<file path="src/rtl/bus_cycle_monitor_pkg.sv">
// Shared definitions for the bus cycle monitor: FSM state encoding,
// acknowledge port-size codes and the decode of the acknowledge strobes.
package bus_cycle_monitor_pkg;

  typedef enum logic [1:0] {
    IDLE     = 2'd0,
    WAIT_ACK = 2'd1,
    WAIT_REL = 2'd2
  } state_e;

  localparam logic [1:0] ACK_NONE = 2'b00;
  localparam logic [1:0] ACK_BYTE = 2'b01;
  localparam logic [1:0] ACK_WORD = 2'b10;
  localparam logic [1:0] ACK_LONG = 2'b11;

  localparam int CNT_W = 8;

  // Strobes are active-low; a synchronous termination always means a long-word port.
  function automatic logic [1:0] ack_code(input logic dsack0_n,
                                          input logic dsack1_n,
                                          input logic sterm_n);
    logic [1:0] code;
    code = ACK_NONE;
    if (!sterm_n || (!dsack0_n && !dsack1_n)) begin
      code = ACK_LONG;
    end else if (!dsack1_n) begin
      code = ACK_WORD;
    end else if (!dsack0_n) begin
      code = ACK_BYTE;
    end
    return code;
  endfunction

endpackage

</file>
<file path="src/rtl/bus_cycle_monitor_sync_ff.sv">
// Multi-stage synchroniser for one asynchronous active-low strobe.
// Resets to 1 so that a freshly reset chain reads as "strobe negated".
module sync_ff #(
  parameter int DEPTH = 2
) (
  input  logic clk_i,
  input  logic srst_i,
  input  logic d_i,
  output logic q_o
);

  logic [DEPTH-1:0] stage_q;

  always_ff @(posedge clk_i) begin
    if (srst_i) begin
      stage_q <= '1;
    end else begin
      stage_q <= {stage_q[DEPTH-2:0], d_i};
    end
  end

  assign q_o = stage_q[DEPTH-1];

endmodule

</file>
<file path="src/rtl/bus_cycle_monitor.sv">
// Watches an asynchronous bus: synchronises the strobes, tracks each address
// strobe cycle through acknowledge or timeout, and reports when the bus is idle.
module bus_cycle_monitor
  import bus_cycle_monitor_pkg::*;
#(
  parameter int SYNC_STAGES    = 2,
  parameter int TIMEOUT_CYCLES = 200
) (
  input  logic       CLK,
  input  logic       RST,
  input  logic       AS_,
  input  logic       DSACK0_,
  input  logic       DSACK1_,
  input  logic       STERM_,
  input  logic       BG_,
  input  logic       DREQ_,
  output logic       DSACK0_S,
  output logic       DSACK1_S,
  output logic       STERM_S,
  output logic       BGRANT_,
  output logic       DREQ_S,
  output logic       CYCLEDONE,
  output logic [1:0] ACK_SIZE,
  output logic       TIMEOUT
);

  localparam int N_IN   = 6;
  localparam int WARM_W = $clog2(SYNC_STAGES + 1);

  localparam logic [CNT_W-1:0]  TIMEOUT_LAST = CNT_W'(TIMEOUT_CYCLES - 1);
  localparam logic [CNT_W-1:0]  CNT_MAX      = '1;
  localparam logic [WARM_W-1:0] WARM_DONE    = WARM_W'(SYNC_STAGES);

  logic [N_IN-1:0] async_in;
  logic [N_IN-1:0] sync_out;

  assign async_in = {DREQ_, BG_, STERM_, DSACK1_, DSACK0_, AS_};

  genvar gi;
  generate
    for (gi = 0; gi < N_IN; gi++) begin : g_sync
      sync_ff #(
        .DEPTH(SYNC_STAGES)
      ) u_sync (
        .clk_i (CLK),
        .srst_i(RST),
        .d_i   (async_in[gi]),
        .q_o   (sync_out[gi])
      );
    end
  endgenerate

  logic as_s;
  assign as_s     = sync_out[0];
  assign DSACK0_S = sync_out[1];
  assign DSACK1_S = sync_out[2];
  assign STERM_S  = sync_out[3];
  assign BGRANT_  = sync_out[4];
  assign DREQ_S   = sync_out[5];

  // The chains reset to 1, which only mimics an idle bus; real input samples
  // have reached the outputs once SYNC_STAGES clocks have passed since reset.
  logic [WARM_W-1:0] warm_q;
  logic              warm_done;

  assign warm_done = (warm_q == WARM_DONE);

  always_ff @(posedge CLK) begin
    if (RST) begin
      warm_q <= '0;
    end else if (!warm_done) begin
      warm_q <= warm_q + 1'b1;
    end
  end

  logic ack_seen;
  logic bus_quiet;

  assign ack_seen  = !DSACK0_S || !DSACK1_S || !STERM_S;
  assign bus_quiet = as_s && DSACK0_S && DSACK1_S && STERM_S;

  state_e           state_q, state_d;
  logic [CNT_W-1:0] cnt_q, cnt_d;
  logic [1:0]       ack_size_q, ack_size_d;
  logic             timeout_q, timeout_d;
  logic             cycledone_q, cycledone_d;

  always_ff @(posedge CLK) begin
    if (RST) begin
      state_q     <= IDLE;
      cnt_q       <= '0;
      ack_size_q  <= ACK_NONE;
      timeout_q   <= 1'b0;
      cycledone_q <= 1'b0;
    end else begin
      state_q     <= state_d;
      cnt_q       <= cnt_d;
      ack_size_q  <= ack_size_d;
      timeout_q   <= timeout_d;
      cycledone_q <= cycledone_d;
    end
  end

  always_comb begin
    state_d     = state_q;
    cnt_d       = cnt_q;
    ack_size_d  = ack_size_q;
    timeout_d   = 1'b0;
    cycledone_d = (state_q == IDLE) && bus_quiet && warm_done;

    case (state_q)
      IDLE: begin
        if (!as_s) begin
          state_d    = WAIT_ACK;
          cnt_d      = '0;
          ack_size_d = ACK_NONE;
        end
      end

      WAIT_ACK: begin
        cnt_d = (cnt_q == CNT_MAX) ? cnt_q : cnt_q + 1'b1;
        // Acknowledge beats both abort and timeout when they coincide.
        if (ack_seen) begin
          ack_size_d = ack_code(DSACK0_S, DSACK1_S, STERM_S);
          state_d    = WAIT_REL;
        end else if (as_s) begin
          state_d = IDLE;
        end else if (cnt_q == TIMEOUT_LAST) begin
          timeout_d  = 1'b1;
          ack_size_d = ACK_NONE;
          state_d    = WAIT_REL;
        end
      end

      WAIT_REL: begin
        if (bus_quiet) begin
          state_d = IDLE;
        end
      end

      default: begin
        state_d = IDLE;
      end
    endcase
  end

  assign CYCLEDONE = cycledone_q;
  assign ACK_SIZE  = ack_size_q;
  assign TIMEOUT   = timeout_q;

endmodule

</file>
<file path="config.mk">
export PLATFORM = sky130hd
export DESIGN_NAME = bus_cycle_monitor
export DESIGN_NICKNAME = d
export VERILOG_FILES = /design/src/rtl/bus_cycle_monitor_pkg.sv /design/src/rtl/bus_cycle_monitor_sync_ff.sv /design/src/rtl/bus_cycle_monitor.sv
export SDC_FILE = /design/constraint.sdc
export NUM_CORES = 1
export LEC_CHECK = 0
export CAP_MARGIN = 20
export CORE_ASPECT_RATIO = 1.25
export CORE_MARGIN = 1
export CORE_UTILIZATION = 39
export CTS_BUF_LIST = sky130_fd_sc_hd__clkbuf_2 sky130_fd_sc_hd__clkbuf_4 sky130_fd_sc_hd__clkbuf_8
export CTS_CLUSTER_DIAMETER = 50
export CTS_CLUSTER_SIZE = 14
export DETAILED_ROUTE_END_ITERATION = 8
export GPL_ROUTABILITY_DRIVEN = 0
export PLACE_DENSITY_LB_ADDON = 0.2
export SKIP_CTS_REPAIR_TIMING = 1
export SYNTH_ARGS = -nofsm -noshare
export SYNTH_HDL_FRONTEND = slang
export SYNTH_SLANG_ARGS = --single-unit
export TNS_END_PERCENT = 10
</file>
<file path="constraint.sdc">
create_clock -name CLK -period 2.4 [get_ports CLK]
set_clock_uncertainty 0.05 [all_clocks]
set_input_delay 0.24 -clock CLK [delete_from_list [all_inputs] [get_ports CLK]]
set_output_delay 0.24 -clock CLK [all_outputs]
set_load 0.02 [all_outputs]
</file>
### Sizing map

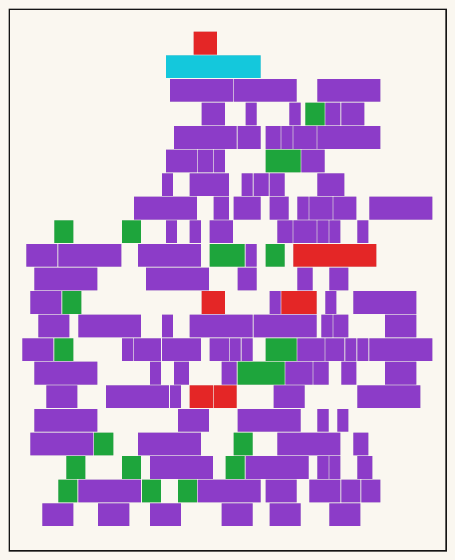
legend:
  cyan:
    size: drive 6 and up
    cells: 1
    most_used: bufinv_16
  green:
    size: drive 2
    cells: 18
    most_used: or2_2
  red:
    size: drive 3 to 4
    cells: 6
    most_used: clkbuf_4
  purple:
    size: drive 1 or less
    cells: 112
    most_used: dfxtp_1
Non-clock buffers: 17
final design instance area without fill: 0.00138 sq mm
layout overhead on the synthesized area: 21.3%

### Metal layers overlaid

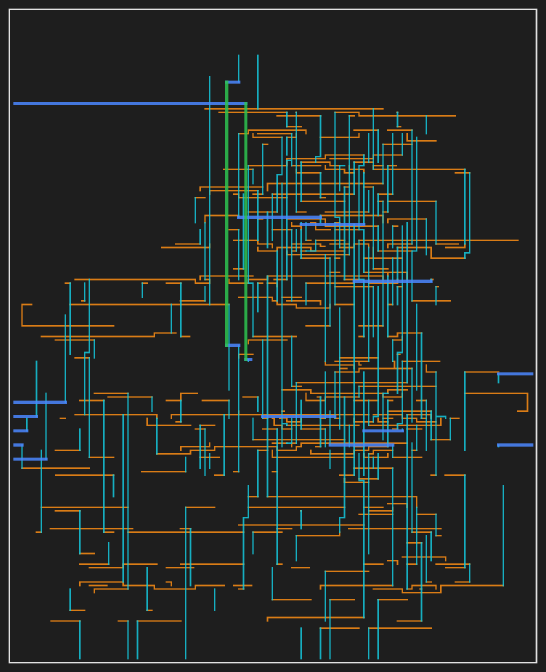
legend:
  blue:
    layer: met3
    wire_length: 80.4 um
  cyan:
    layer: met2
    wire_length: 1,060 um
  orange:
    layer: met1
    wire_length: 969 um
  green:
    layer: met4
    wire_length: 49.6 um
aggregate routed wire length: 2.16 mm
routed vias: 900
total routing resource utilization after global routing: 0.165
Routed WL per cell: 12.6 um

### Port wiring

Bar = 20 um.
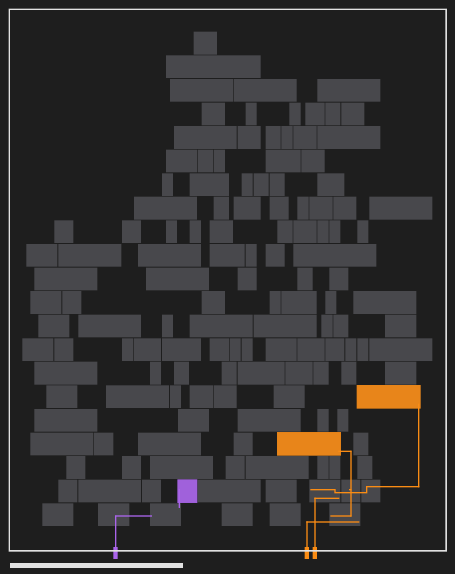
legend:
  purple:
    port: `DSACK0_`
    direction: input
    end_cells: 1
    buffers: 1
    wire: 9.80 um
  orange:
    port: `ACK_SIZE`
    direction: output
    end_cells: 2
    buffers: 2
    wire: 51.5 um
number of ports placed on the die boundary: 17
count of input and output buffers: 16

## worst register-to-register path, stage by stage (launching register included)
cell and delay [ns]:
sky130_fd_sc_hd__dfxtp_1 0.40, sky130_fd_sc_hd__ha_1 0.25, sky130_fd_sc_hd__nand2_2 0.08, sky130_fd_sc_hd__or4_4 0.50, sky130_fd_sc_hd__a41o_1 0.26, sky130_fd_sc_hd__a2111oi_2 0.34
## area by class of cell
cell class,count,area share
clock buffer,3,0.0164
clock inverter,1,0.0218
tap,34,0.0309
inverter,4,0.0109
multi-input combinational,84,0.391
timing repair buffer,17,0.122
sequential,28,0.407
## power by group through the flow
stage | clock network [mW] | registers (mW) | logic [mW]
6_report | 0.307 | 0.511 | 0.122
5_1_grt | 0.336 | 0.515 | 0.140
4_1_cts | 0.319 | 0.511 | 0.124
3_5_place_dp | 0 | 0.521 | 0.123
3_3_place_gp | 0 | 0.520 | 0.119
2_1_floorplan | 0 | 0.524 | 0.0807
## synth_stat cells, types with 3 or more instances
cell type	n	area, sq um
sky130_fd_sc_hd__a21oi_1	5	25.0
sky130_fd_sc_hd__clkbuf_1	3	11.3
sky130_fd_sc_hd__dfxtp_1	28	561
sky130_fd_sc_hd__inv_1	4	15.0
sky130_fd_sc_hd__nand2_1	10	37.5
sky130_fd_sc_hd__nand2b_1	3	18.8
sky130_fd_sc_hd__nor2_1	14	52.6
sky130_fd_sc_hd__nor3_1	3	15.0
sky130_fd_sc_hd__o21ai_0	5	25.0
sky130_fd_sc_hd__or2_2	13	81.3
## flip-flops by register name (all words and copies together), names as in the netlist
name / cells
TIMEOUT: 1
ACK_SIZE: 2
CYCLEDONE: 1
warm_q: 2
g_sync.u_sync.stage_q: 12
state_q: 2
cnt_q: 8
==> design notes <==
The worst max-slew margin expressed relative to the limit is 0.624, and the ratio of final minimum period to clock period is 0.810. The CTS H-tree depth was 1; the average cell area after synthesis was 9.38 sq um. The fraction of final layout cells sized beyond drive strength 1 came out at 0.182. For reference, the top logic cell family by area is simple AND/OR/NAND/NOR gates.

Across the run, the number of max-cap violations was 0. The setup slack on the worst flop-to-flop path is 0.46 ns. Hold-check failures listed in the final report amount to 0. With the number of buffers added by the clock tree synthesis step at 3, the largest stage delay on the critical path is 0.50 ns.

The worst setup path is captured at a flop. STA lists the maximum fanout along the critical path as 4. Leaving out filler cells and counting taps, the final layout contains 171.

By instance count after routing, the leading logic cell types are 28 x sky130_fd_sc_hd__dfxtp_1, 16 x sky130_fd_sc_hd__clkdlybuf4s50_1, 14 x sky130_fd_sc_hd__nor2_1, 13 x sky130_fd_sc_hd__or2_2, 10 x sky130_fd_sc_hd__nand2_1. For this run the aggregate overflow at the end of global routing stands at 0. The detailed router used layers up to and including met4.

For the number of global-route vias before repair, the log shows 922. The tools report the global-route met3 utilization as 0.0245. In the Yosys stats the netlist draws on 34 distinct library cells.

STA classifies the critical path startpoint as a flop. The tools report the number of warnings printed during yosys synthesis as 0. The switching component of the power was reported as 215 uW.

The count of nets left with antenna violations once routing finished came out at 0. The path class of the lowest-slack min-delay path was reg -> reg. The count of flip-flops with a built-in enable after synthesis is 0, and the total met2 wirelength after detailed routing is 1.06 mm. The area fraction in compound gates is 0.146, and the post-synthesis async set-or-reset flop share is 0. The run finished with clean final reports. In the synthesized netlist the dominant register cell turns out to be sky130_fd_sc_hd__dfxtp_1. With the iteration count of the initial detailed-routing pass at 4, the simple-gate share of the synthesized area is 0.270. The critical path data arrival time was 2.14 ns; the adder-cell share of the synthesized area was 0.0221. The first global-routing pass estimated 3.97 mm of wire. The timing report shows that the slowest cell on the worst path is sky130_fd_sc_hd__or4_4.

The completed layout was analyzed and its total power is 940 uW. For hold timing, the worst endpoint is g_sync[0].u_sync.stage_q[1]$_SDFF_PP1_. The number of cell rows was 21; the flop and latch count out of synthesis was 28. Registers take 561 sq um. The final layout contains 148 nets. The critical setup path kind was reg -> reg. The fraction of synthesized cell area in xor and xnor cells was 0.00772. Per the post-run analysis, buffers plus inverters along the critical path come to 0. The timing report attributes the biggest portion of critical-path delay to AND-OR/OR-AND gates. With the sum of negative setup slack at 0 ns, the cell count of the worst reg-to-reg path is 5. The tools report the CTS root buffer as sky130_fd_sc_hd__clkbuf_4.

Placed standard-cell area: 0.00132 sq mm. With the number of antenna violations at the first check in global routing at 0, the final critical delay including setup and external delays is 1.94 ns. The floorplan step defined a die boundary enclosing 0.00313 sq mm. Setup repair after global routing left no endpoint under its margin. The repair_antennas step left the layout with diodes totalling 0. The report lists the cells along the critical path as ha_1, nand2_2, or4_4, a41o_1, a2111oi_2. The run gives 0.494 as the sequential-to-total area share from yosys stat. The clock reaches the later pin of the worst-skew pair after 0.33 ns.

The tools report the length of routed wiring on met1 as 969 um. The core region is 0.00273 sq mm. The run gives 514 MHz for the highest achievable clock rate. In the post-route analysis, the smallest setup slack over all paths is 0.456 ns. Detailed placement ended at an HPWL of 1.53 mm. The largest net degree at the start of global routing was 28. The most frequently placed logic cell in the final layout was sky130_fd_sc_hd__dfxtp_1.

The synthesized instance count is 121. In the power breakdown, the internal column shows 725 uW. The final report lists the setup-violating endpoint count as 0. The run gives 0.229 for the net switching fraction of the power. The source of the worst register-to-register timing path was cnt_q[0]$_SDFFE_PP0P_. Counting buffers and inverters, the worst setup path is 5 cells deep. TritonCTS built the clock tree.
No activity file was given, so power comes from the tool's default toggle rates.
